--- config.mk ---
export PLATFORM = sky130hd
export DESIGN_NAME = fade_sequencer
export DESIGN_NICKNAME = d
export VERILOG_FILES = /design/src/rtl/fade_sequencer.sv
export SDC_FILE = /design/constraint.sdc
export NUM_CORES = 1
export LEC_CHECK = 0
export CORE_MARGIN = 8
export CORE_UTILIZATION = 30
export CTS_CLUSTER_DIAMETER = 120
export CTS_CLUSTER_SIZE = 24
export DETAILED_ROUTE_END_ITERATION = 10
export GPL_TIMING_DRIVEN = 1
export SLEW_MARGIN = 25
export SYNTH_ARGS = -nofsm -noshare
export SYNTH_HDL_FRONTEND = slang
export SYNTH_SLANG_ARGS = --single-unit
--- constraint.sdc ---
create_clock -name CLOCK_50 -period 3.05 [get_ports CLOCK_50]
set_input_delay 0.305 -clock CLOCK_50 [delete_from_list [all_inputs] [get_ports CLOCK_50]]
set_output_delay 0.305 -clock CLOCK_50 [all_outputs]
set_load 0.05 [all_outputs]
--- src/rtl/fade_sequencer.sv ---
// rtl/fade_sequencer.sv - rate-controlled rise/hold/fall/hold address sequencer for the fade LUT ROM
module fade_sequencer #(
    parameter int STEP_DIV   = 195312,
    parameter int HOLD_TICKS = 64
) (
    input  logic       CLOCK_50,
    input  logic       Reset,
    input  logic       Start,
    input  logic       Stop,
    input  logic       Pause,
    input  logic       Loop,
    input  logic [2:0] Step,
    output logic [7:0] Address,
    output logic [2:0] State,
    output logic       Busy,
    output logic       Done
);

    // Counter widths; the hold counter keeps at least one bit even when a
    // single hold tick is configured.
    localparam int PW = $clog2(STEP_DIV);
    localparam int HW = (HOLD_TICKS > 1) ? $clog2(HOLD_TICKS) : 1;

    localparam logic [PW-1:0] PRE_LAST  = PW'(STEP_DIV - 1);
    localparam logic [HW-1:0] HOLD_LAST = HW'(HOLD_TICKS - 1);

    typedef enum logic [2:0] {
        ST_IDLE    = 3'd0,
        ST_RISE    = 3'd1,
        ST_HOLD_HI = 3'd2,
        ST_FALL    = 3'd3,
        ST_HOLD_LO = 3'd4
    } state_t;

    state_t        state, state_n;
    logic [7:0]    address, address_n;
    logic [PW-1:0] prescaler, prescaler_n;
    logic [HW-1:0] hold_cnt, hold_cnt_n;
    logic [3:0]    inc, inc_n;
    logic          done, done_n;

    // Helper values for the ramp arithmetic; the rise sum is 9 bits wide so
    // the saturation compare sees the carry instead of wrapping.
    logic          tick;
    logic [8:0]    rise_sum;
    logic [7:0]    fall_diff;
    logic [7:0]    inc_wide;
    logic [3:0]    step_inc;

    assign inc_wide  = {4'b0000, inc};
    assign rise_sum  = {1'b0, address} + {1'b0, inc_wide};
    assign fall_diff = address - inc_wide;
    assign step_inc  = {1'b0, Step} + 4'd1;

    // A step tick only happens while running and not paused.
    assign tick = (state != ST_IDLE) && !Pause && (prescaler == PRE_LAST);

    // State and datapath registers.
    always_ff @(posedge CLOCK_50) begin
        if (Reset) begin
            state     <= ST_IDLE;
            address   <= 8'd0;
            prescaler <= '0;
            hold_cnt  <= '0;
            inc       <= 4'd1;
            done      <= 1'b0;
        end else begin
            state     <= state_n;
            address   <= address_n;
            prescaler <= prescaler_n;
            hold_cnt  <= hold_cnt_n;
            inc       <= inc_n;
            done      <= done_n;
        end
    end

    // Next-state logic: Stop first, then Pause (outside IDLE), then the
    // tick-driven phase transitions.
    always_comb begin
        state_n     = state;
        address_n   = address;
        prescaler_n = prescaler;
        hold_cnt_n  = hold_cnt;
        inc_n       = inc;
        done_n      = 1'b0;

        if (Stop) begin
            state_n     = ST_IDLE;
            address_n   = 8'd0;
            prescaler_n = '0;
            hold_cnt_n  = '0;
        end else if (state == ST_IDLE) begin
            address_n   = 8'd0;
            prescaler_n = '0;
            hold_cnt_n  = '0;
            if (Start) begin
                state_n = ST_RISE;
                inc_n   = step_inc;
            end
        end else if (Pause) begin
            // Everything holds its value while paused.
            state_n = state;
        end else if (!tick) begin
            prescaler_n = prescaler + 1'b1;
        end else begin
            prescaler_n = '0;
            case (state)
                ST_RISE: begin
                    if (rise_sum >= 9'd255) begin
                        address_n  = 8'd255;
                        hold_cnt_n = '0;
                        state_n    = ST_HOLD_HI;
                    end else begin
                        address_n = rise_sum[7:0];
                    end
                end
                ST_HOLD_HI: begin
                    if (hold_cnt == HOLD_LAST) begin
                        hold_cnt_n = '0;
                        state_n    = ST_FALL;
                    end else begin
                        hold_cnt_n = hold_cnt + 1'b1;
                    end
                end
                ST_FALL: begin
                    if (address <= inc_wide) begin
                        address_n  = 8'd0;
                        hold_cnt_n = '0;
                        state_n    = ST_HOLD_LO;
                    end else begin
                        address_n = fall_diff;
                    end
                end
                ST_HOLD_LO: begin
                    if (hold_cnt == HOLD_LAST) begin
                        hold_cnt_n = '0;
                        if (Loop) begin
                            state_n = ST_RISE;
                            inc_n   = step_inc;
                        end else begin
                            state_n = ST_IDLE;
                            done_n  = 1'b1;
                        end
                    end else begin
                        hold_cnt_n = hold_cnt + 1'b1;
                    end
                end
                default: begin
                    state_n   = ST_IDLE;
                    address_n = 8'd0;
                end
            endcase
        end
    end

    assign Address = address;
    assign State   = state;
    assign Busy    = (state != ST_IDLE);
    assign Done    = done;

endmodule

### M1 wires, run 1

Supply wires on this layer in gray.
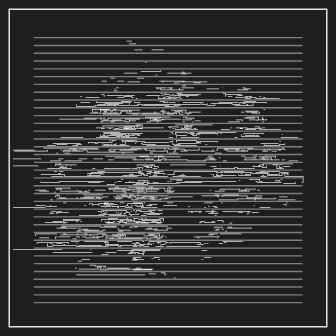
- wire length on this layer: 3000 um
- longest straight run: 25.3 um
- nets with wire on the layer: 347
GR Layer Usage met1: 14.01%
vias post-DR: 2420
total length of routed wires: 6507 um

### The metal 2 layer, run 1

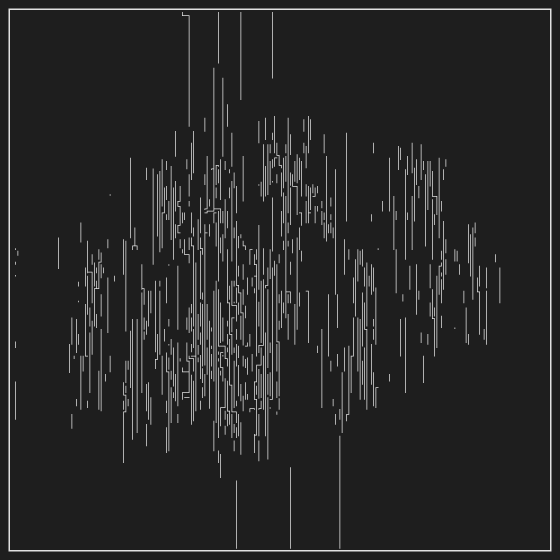
- nets with wire on the layer: 308
- longest straight run: 30.3 um
- share of all routed wire: 46%

==> impl_metrics.yaml, run 1 <==
# generated from flow reports
placement:
  post-dp-hpwl_um: 5068
  dp_cells: 458
  dpl_cell_area_um2: 3017
power_and_ir_drop:
  comb_power_w: 0.0000863
  sequentialPower_w: 0.000530
  clockPowerShare_pct: 42.0
  power_density_of_the_placed_cells_nw_per_um2: 338.7
  total_chip_power_w: 0.001063
  internal-power_w: 0.0008071
  largestPowerGroup: "sequential cells"
setup_path:
  reg2reg_setup_slack_ns: 0.25
  r2r_end: "hold_cnt[0]"
  max_stage_delay_ns: 0.51
  critical_path.endpoint: "hold_cnt[0]"
  required_ns: 3.28
  crit_slowest_cell: "sky130_fd_sc_hd__or4_1"
run_status:
  run_status: "completed"
global_route:
  grt_antenna_before_repair: 0
  grt_max_degree: 17
  grt_pass1_vias: 2280
  global_route_met3_utilization_pct: 3.140
  grt_most_used_layer: "met2"
final_layout:
  largest_reg_flops: 18
  layout_top_cell: "sky130_fd_sc_hd__nor2_1"
  layout.clock.cell_area_share_pct: 3.668
  logic_area_um2: 1750
  postLayoutCellArea_um2: 3138
  num-nonclk-buffers: 30
  nClkBuffers: 5
  logic_gate_count: 265
  register_area_um2: 802.0
run:
  openroad.warnings: 30
  drv.max_cap_violation_count: 0
floorplanning:
  io_pins: 22
  core-area_um2: 8678
timing:
  crit_path_time_final_ns: 2.795
  worst_pin_slew_ns: 0.5403
  finalHoldWorstSlack_ns: 0.4898
route:
  drt-met1-wl_um: 2996
synth:
  synth.area.mux_share_pct: 0.7505
  synth.largest_area_cell: "sky130_fd_sc_hd__dfxtp_1"
  synth.avg_cell_area_um2: 8.059
  post_synth_and_or_nand_nor_area_fraction_pct: 31.00
  ys_sh_adder_pct: 6.660
worst_hold_path:
  hold-path-endpoint: "hold_cnt[1]"
clock_network:
  clk_root_buffer_cell: "sky130_fd_sc_hd__clkbuf_8"
  numCtsBuffers: 5
### M3 wires, run 1

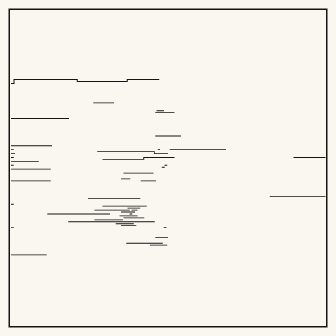
- share of all routed wire: 6.9%
- wire length on this layer: 450 um

==> run 1 -> run 2 <==
SKIP_LAST_GASP = 1   (was unset)
### The metal 2 layer, run 2

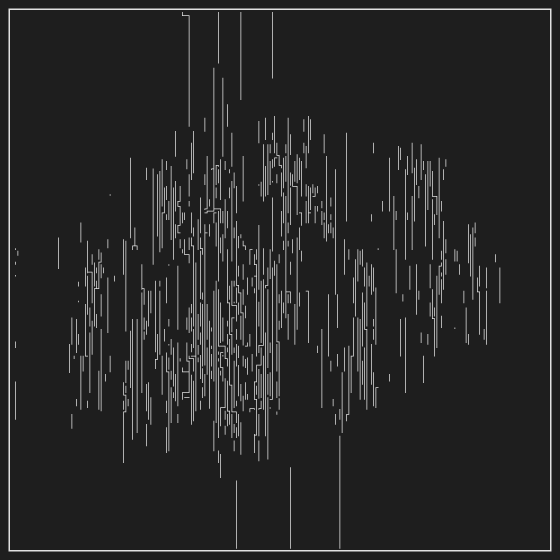
- wire length on this layer: 2970 um
- main direction: vertical
routing usage on met2: 17.53%

==> impl_metrics.yaml, run 2 <==
# generated from flow reports
run_status:
  run_status: "completed"
timing:
  crit_path_time_final_ns: 2.795
  finalHoldWorstSlack_ns: 0.4898
  worst_pin_slew_ns: 0.5403
power_and_ir_drop:
  power_density_of_the_placed_cells_nw_per_um2: 338.7
  total_chip_power_w: 0.001063
  internal-power_w: 0.0008071
  comb_power_w: 0.0000863
  sequentialPower_w: 0.000530
  largestPowerGroup: "sequential cells"
global_route:
  global_route_met3_utilization_pct: 3.140
  grt_most_used_layer: "met2"
  gr-usage-met1_pct: 14.01
  grt_max_degree: 17
  grt_antenna_before_repair: 0
placement:
  dp_cells: 458
  post-dp-hpwl_um: 5068
  dpl_cell_area_um2: 3017
setup_path:
  max_stage_delay_ns: 0.51
  crit_slowest_cell: "sky130_fd_sc_hd__or4_1"
  critical_path.endpoint: "hold_cnt[0]"
  r2r_end: "hold_cnt[0]"
  required_ns: 3.28
  reg2reg_setup_slack_ns: 0.25
floorplanning:
  core-area_um2: 8678
route:
  routed_wl_um: 6507
  drt-met1-wl_um: 2996
synth:
  synth.largest_area_cell: "sky130_fd_sc_hd__dfxtp_1"
  ys_sh_adder_pct: 6.660
  post_synth_and_or_nand_nor_area_fraction_pct: 31.00
  synth.avg_cell_area_um2: 8.059
  synth.area.mux_share_pct: 0.7505
final_layout:
  register_area_um2: 802.0
  num-nonclk-buffers: 30
  largest_reg_flops: 18
  layout_top_cell: "sky130_fd_sc_hd__nor2_1"
  layout.clock.cell_area_share_pct: 3.668
  logic_area_um2: 1750
  nClkBuffers: 5
clock_network:
  numCtsBuffers: 5
  clk_root_buffer_cell: "sky130_fd_sc_hd__clkbuf_8"
worst_hold_path:
  hold-path-endpoint: "hold_cnt[1]"
==> run 2 -> run 3 <==
RECOVER_POWER = 50   (was unset)
==> impl_metrics.yaml, run 3 <==
# generated from flow reports
global_route:
  global_route_met3_utilization_pct: 3.140
  grt_max_degree: 17
  gr-usage-met1_pct: 14.01
  grt_use_met2_pct: 17.53
  grt_antenna_before_repair: 0
power_and_ir_drop:
  comb_power_w: 0.0000844
  largestPowerGroup: "sequential cells"
setup_path:
  critical_path.endpoint: "hold_cnt[0]"
  reg2reg_setup_slack_ns: 0.25
  r2r_end: "hold_cnt[0]"
synth:
  synth.largest_area_cell: "sky130_fd_sc_hd__dfxtp_1"
  post_synth_and_or_nand_nor_area_fraction_pct: 31.00
final_layout:
  largest_reg_flops: 18
  num-nonclk-buffers: 30
  layout_top_cell: "sky130_fd_sc_hd__nor2_1"
  nClkBuffers: 5
worst_hold_path:
  hold-path-endpoint: "hold_cnt[1]"
run_status:
  run_status: "completed"
timing:
  crit_path_time_final_ns: 2.802
  finalHoldWorstSlack_ns: 0.4897
placement:
  post-dp-hpwl_um: 5068
  dpl_cell_area_um2: 3017
clock_network:
  numCtsBuffers: 5
### M1 wires, run 3

Supply wires on this layer in gray.
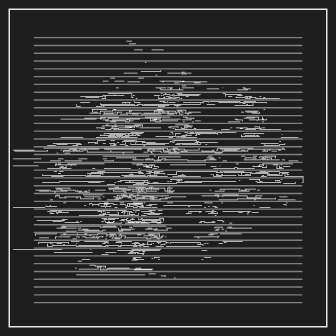
- nets with wire on the layer: 347
- main direction: horizontal

